--- config.mk ---
export PLATFORM = sky130hd
export DESIGN_NAME = sb_param_cfg_shadow
export DESIGN_NICKNAME = d
export VERILOG_FILES = /design/src/rtl/sb_param_cfg_shadow.sv
export SDC_FILE = /design/constraint.sdc
export NUM_CORES = 1
export LEC_CHECK = 0
export ABC_AREA = 1
export CAP_MARGIN = 30
export CORE_UTILIZATION = 35
export CTS_CLUSTER_SIZE = 12
export DETAILED_ROUTE_END_ITERATION = 8
export GPL_TIMING_DRIVEN = 0
export SLEW_MARGIN = 20
export SYNTH_ARGS = -nofsm -noshare
export SYNTH_HDL_FRONTEND = slang
export SYNTH_SLANG_ARGS = --single-unit
--- constraint.sdc ---
create_clock -name prog_clk -period 4.1 [get_ports prog_clk]
set_clock_uncertainty 0.2 [all_clocks]
set_input_delay 0.82 -clock prog_clk [delete_from_list [all_inputs] [get_ports prog_clk]]
set_output_delay 0.82 -clock prog_clk [all_outputs]
set_load 0.01 [all_outputs]
--- src/rtl/sb_param_cfg_shadow.sv ---
// Parametrised corner switch block with a shadowed configuration chain.
// Bits shift serially through the chain; a counted commit copies them into the live shadow.
module sb_param_cfg_shadow #(
  parameter int unsigned CHAN_W  = 10,
  parameter int unsigned MUX_IN  = 4,
  parameter int unsigned N_PIN   = 2,
  parameter int unsigned SEL_W   = $clog2(MUX_IN),
  parameter int unsigned CFG_LEN = 2 * CHAN_W * SEL_W
) (
  input  logic              prog_clk,
  input  logic              pReset,
  input  logic              cfg_en,
  input  logic              ccff_head,
  input  logic              cfg_commit,
  input  logic [CHAN_W-1:0] chany_top_in,
  input  logic [CHAN_W-1:0] chanx_right_in,
  input  logic [N_PIN-1:0]  top_pin_in,
  input  logic [N_PIN-1:0]  right_pin_in,
  output logic              ccff_tail,
  output logic              cfg_ready,
  output logic              cfg_active,
  output logic              cfg_err,
  output logic [CHAN_W-1:0] chany_top_out,
  output logic [CHAN_W-1:0] chanx_right_out
);

  localparam int unsigned CntW = $clog2(CFG_LEN + 1);
  localparam logic [CntW-1:0] CntFull = CntW'(CFG_LEN);

  logic [CFG_LEN-1:0] chain_q, chain_d;
  logic [CFG_LEN-1:0] shadow_q, shadow_d;
  logic [CntW-1:0]    count_q, count_d;
  logic               active_q, active_d;
  logic               err_q, err_d;
  logic               full;

  assign full = (count_q == CntFull);

  always_comb begin
    chain_d  = chain_q;
    shadow_d = shadow_q;
    count_d  = count_q;
    active_d = active_q;
    err_d    = err_q;
    if (cfg_en && cfg_commit) begin
      // Ambiguous request: neither shift nor commit, just flag it.
      err_d = 1'b1;
    end else if (cfg_en) begin
      chain_d = {chain_q[CFG_LEN-2:0], ccff_head};
      if (!full) begin
        count_d = count_q + CntW'(1);
      end
    end else if (cfg_commit) begin
      if (full) begin
        shadow_d = chain_q;
        active_d = 1'b1;
        count_d  = '0;
      end else begin
        err_d = 1'b1;
      end
    end
  end

  always_ff @(posedge prog_clk) begin
    if (!pReset) begin
      chain_q  <= '0;
      shadow_q <= '0;
      count_q  <= '0;
      active_q <= 1'b0;
      err_q    <= 1'b0;
    end else begin
      chain_q  <= chain_d;
      shadow_q <= shadow_d;
      count_q  <= count_d;
      active_q <= active_d;
      err_q    <= err_d;
    end
  end

  assign ccff_tail  = chain_q[CFG_LEN-1];
  assign cfg_ready  = full;
  assign cfg_active = active_q;
  assign cfg_err    = err_q;

  // Each track gathers its MUX_IN candidates with constant indices, then picks one by select.
  for (genvar t = 0; t < CHAN_W; t++) begin : g_track
    logic [MUX_IN-1:0] top_cand;
    logic [MUX_IN-1:0] right_cand;
    logic [SEL_W-1:0]  top_sel;
    logic [SEL_W-1:0]  right_sel;

    assign top_sel       = shadow_q[t*SEL_W +: SEL_W];
    assign right_sel     = shadow_q[(CHAN_W+t)*SEL_W +: SEL_W];
    assign top_cand[0]   = top_pin_in[t % N_PIN];
    assign right_cand[0] = right_pin_in[t % N_PIN];

    for (genvar s = 1; s < MUX_IN; s++) begin : g_in
      assign top_cand[s]   = chanx_right_in[(t + s) % CHAN_W];
      assign right_cand[s] = chany_top_in[(t + s - 1) % CHAN_W];
    end

    // Selects beyond MUX_IN (non-power-of-2 fan-in) route a constant 0.
    assign chany_top_out[t]   = active_q & (32'(top_sel) < MUX_IN) & top_cand[top_sel];
    assign chanx_right_out[t] = active_q & (32'(right_sel) < MUX_IN) & right_cand[right_sel];
  end

endmodule

==> highlights.md <==
* run status: completed
* CP Data Required Time: 3.08 ns
* endpoint with the worst hold slack: cfg_err
* global route overflow: 0
* global-route usage over all layers: 17.9%
* die height: 110 um
* fraction of final layout cells sized beyond drive strength 1: 5.12%
* Final GP Congestion: 0.799
* vias after detailed routing: 3,942
* Yosys warning count: 0
* worst reg-to-reg path cell count: 9
* sum of net half-perimeters after detailed placement: 7.71 mm
* post-synth net total: 652
* worst reg2reg path startpoint: count_q[0]
* vias in the first global route: 3,646
* total of flip-flops plus latches after synthesis: 88
* shortest clock period the worst path allows after layout: 3.45 ns
* Final Hold Violation Tally: 0
* final setup fails: 0
* Critical Path Sink Type: primary output
* Clock Sinks: 88
* yosys-reported design area after synthesis: 0.00408 sq mm
* worst reg-to-reg setup slack: 2.10 ns
* fp_density: 35.8%
* final routed wirelength across all metal layers: 10.1 mm
* path category of the worst min-delay check: reg -> reg
* ratio of routed vias to standard cells: 4.77
* number of instances in the placed design: 813
* die outline width: 110 um
* final tally of max-slew violations: 0
* setup repair after global routing missed its margin: no
* post-layout period usage: 84.1%
* peak per-stage delay on the critical path: 0.58 ns
* CTS root buffer: clkbuf_16
* transition at the pin with the smallest max-transition slack: 0.708 ns
* die footprint: 0.0121 sq mm
* clk buf depth: 2
* Power Density: 353 mW/mm^2
## placed cells by master, fill, tap and decap left out, types with 2 or more instances in the layout
cell type,instances
nor2_1,158
nand2_1,93
dfxtp_1,88
o21ai_0,81
inv_1,70
a21oi_1,65
clkdlybuf4s50_1,51
clkbuf_1,21
nand3_1,9
nor2_2,9
clkbuf_16,9
nand4_1,5
buf_2,4
ha_1,4
buf_6,3
clkinv_2,3
o211ai_1,2
## where the power goes
part           switching (uW)  internal [uW]
sequential               21.7            883
combinational            75.2           53.6
clock                     328            417
## stage by stage
step	utilization, %	setup slack, ns	hold WS (ns)	cell area [sq um]	power [uW]
final	44.1	0.653	0.254	5030	1780
after global routing	44.1	0.510	0.278	5030	1860
after CTS	44.1	0.648	0.260	5030	1790
after detailed placement	41.8	0.661	0.250	4770	1050
after global placement	41.8	0.652	0.239	4770	1050
after floorplan	-	1.81	0.253	4080	991
## final cells by class
type,instances,share of cell area (%)
inverter,71,5.29
clock inverter,4,0.447
multi-input combinational,432,38.2
sequential,88,35.0
timing repair buffer,51,10.1
tap,143,3.55
clock buffer,10,4.75
buffer,28,2.63
## registers in the layout, summed over array words and instances, names as in the netlist
register    flops
shadow_q       40
count_q         6
cfg_err         1
chain_q        40
cfg_active      1
## Yosys cell counts
library cell / instances / area (sq um)
nand3_2: 1 / 10.0
inv_1: 70 / 263
a21oi_1: 65 / 325
nand2_2: 1 / 6.26
buf_2: 4 / 20.0
nand4_1: 5 / 31.3
dfxtp_1: 88 / 1760
clkbuf_1: 21 / 78.8
o21ai_0: 81 / 405
buf_6: 3 / 33.8
o211ai_1: 2 / 15.0
nand2_1: 93 / 349
nor2_4: 1 / 11.3
a21oi_2: 1 / 8.76
nor2_2: 9 / 56.3
o21bai_1: 1 / 7.51
inv_2: 1 / 3.75
nand3_1: 9 / 45.0
ha_1: 4 / 50.1
nor2_1: 158 / 593
xor2_1: 1 / 8.76
## metal layers
| metal | part of all wire [%] | global-route usage [%] | up-vias |
|---|---|---|---|
| met5 | 0 | 0 | - |
| met4 | 2.1 | 7.05 | 0 |
| met3 | 3.6 | 4.17 | 12 |
| met2 | 48 | 30.6 | 56 |
| met1 | 46 | 21.6 | 1803 |
| li1 | - | - | 2071 |
## cells by family (layout without fill, tap and decap cells)
| kind of cell | after synthesis | count (layout) | synth area share, % |
|---|---|---|---|
| compound gates | 150 | 150 | 18.7 |
| fa+ha+maj | 4 | 4 | 1.23 |
| simple gates | 277 | 277 | 27.0 |
| flops | 88 | 88 | 43.1 |
| xor+xnor | 1 | 1 | 0.214 |
| buf+inv | 99 | 164 | 9.77 |
## worst max path at each step
stage                                   to  cells past startpoint  slack, ns         startpoint
final                     chany_top_out[0]                      6       0.65  chanx_right_in[2]
after floorplan           chany_top_out[2]                      4       1.81  chanx_right_in[4]
after global routing      chany_top_out[0]                      6       0.51  chanx_right_in[2]
after detailed placement  chany_top_out[0]                      6       0.66  chanx_right_in[2]
after CTS                 chany_top_out[0]                      6       0.65  chanx_right_in[2]
after global placement    chany_top_out[0]                      6       0.65  chanx_right_in[2]
## worst max-delay path: cells and delay by family
family	cells	cell delay [ns]
buf+inv	3	1.21
compound gates	3	0.40
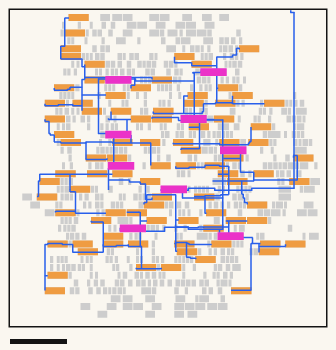
Figure 1: clock distribution.
Scale bar: 20 um.
- magenta: clock drivers (count 9)
- orange: flip-flops (count 88)
- blue: clock wires (length 1,160 um)
- routed clock nets: 10
Clock power frac: 41.9%
Clock Power: 745 uW
clock latency reported for the late side of the worst-skew pair: 0.34 ns

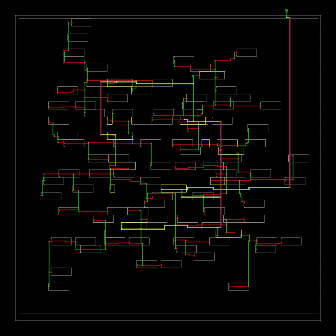
Figure 2: clock wiring as the flow saved it.
number of buffers inserted during clock tree synthesis: 9
number of clock buffer instances in the layout: 10

Power and IR drop assume default switching activity.
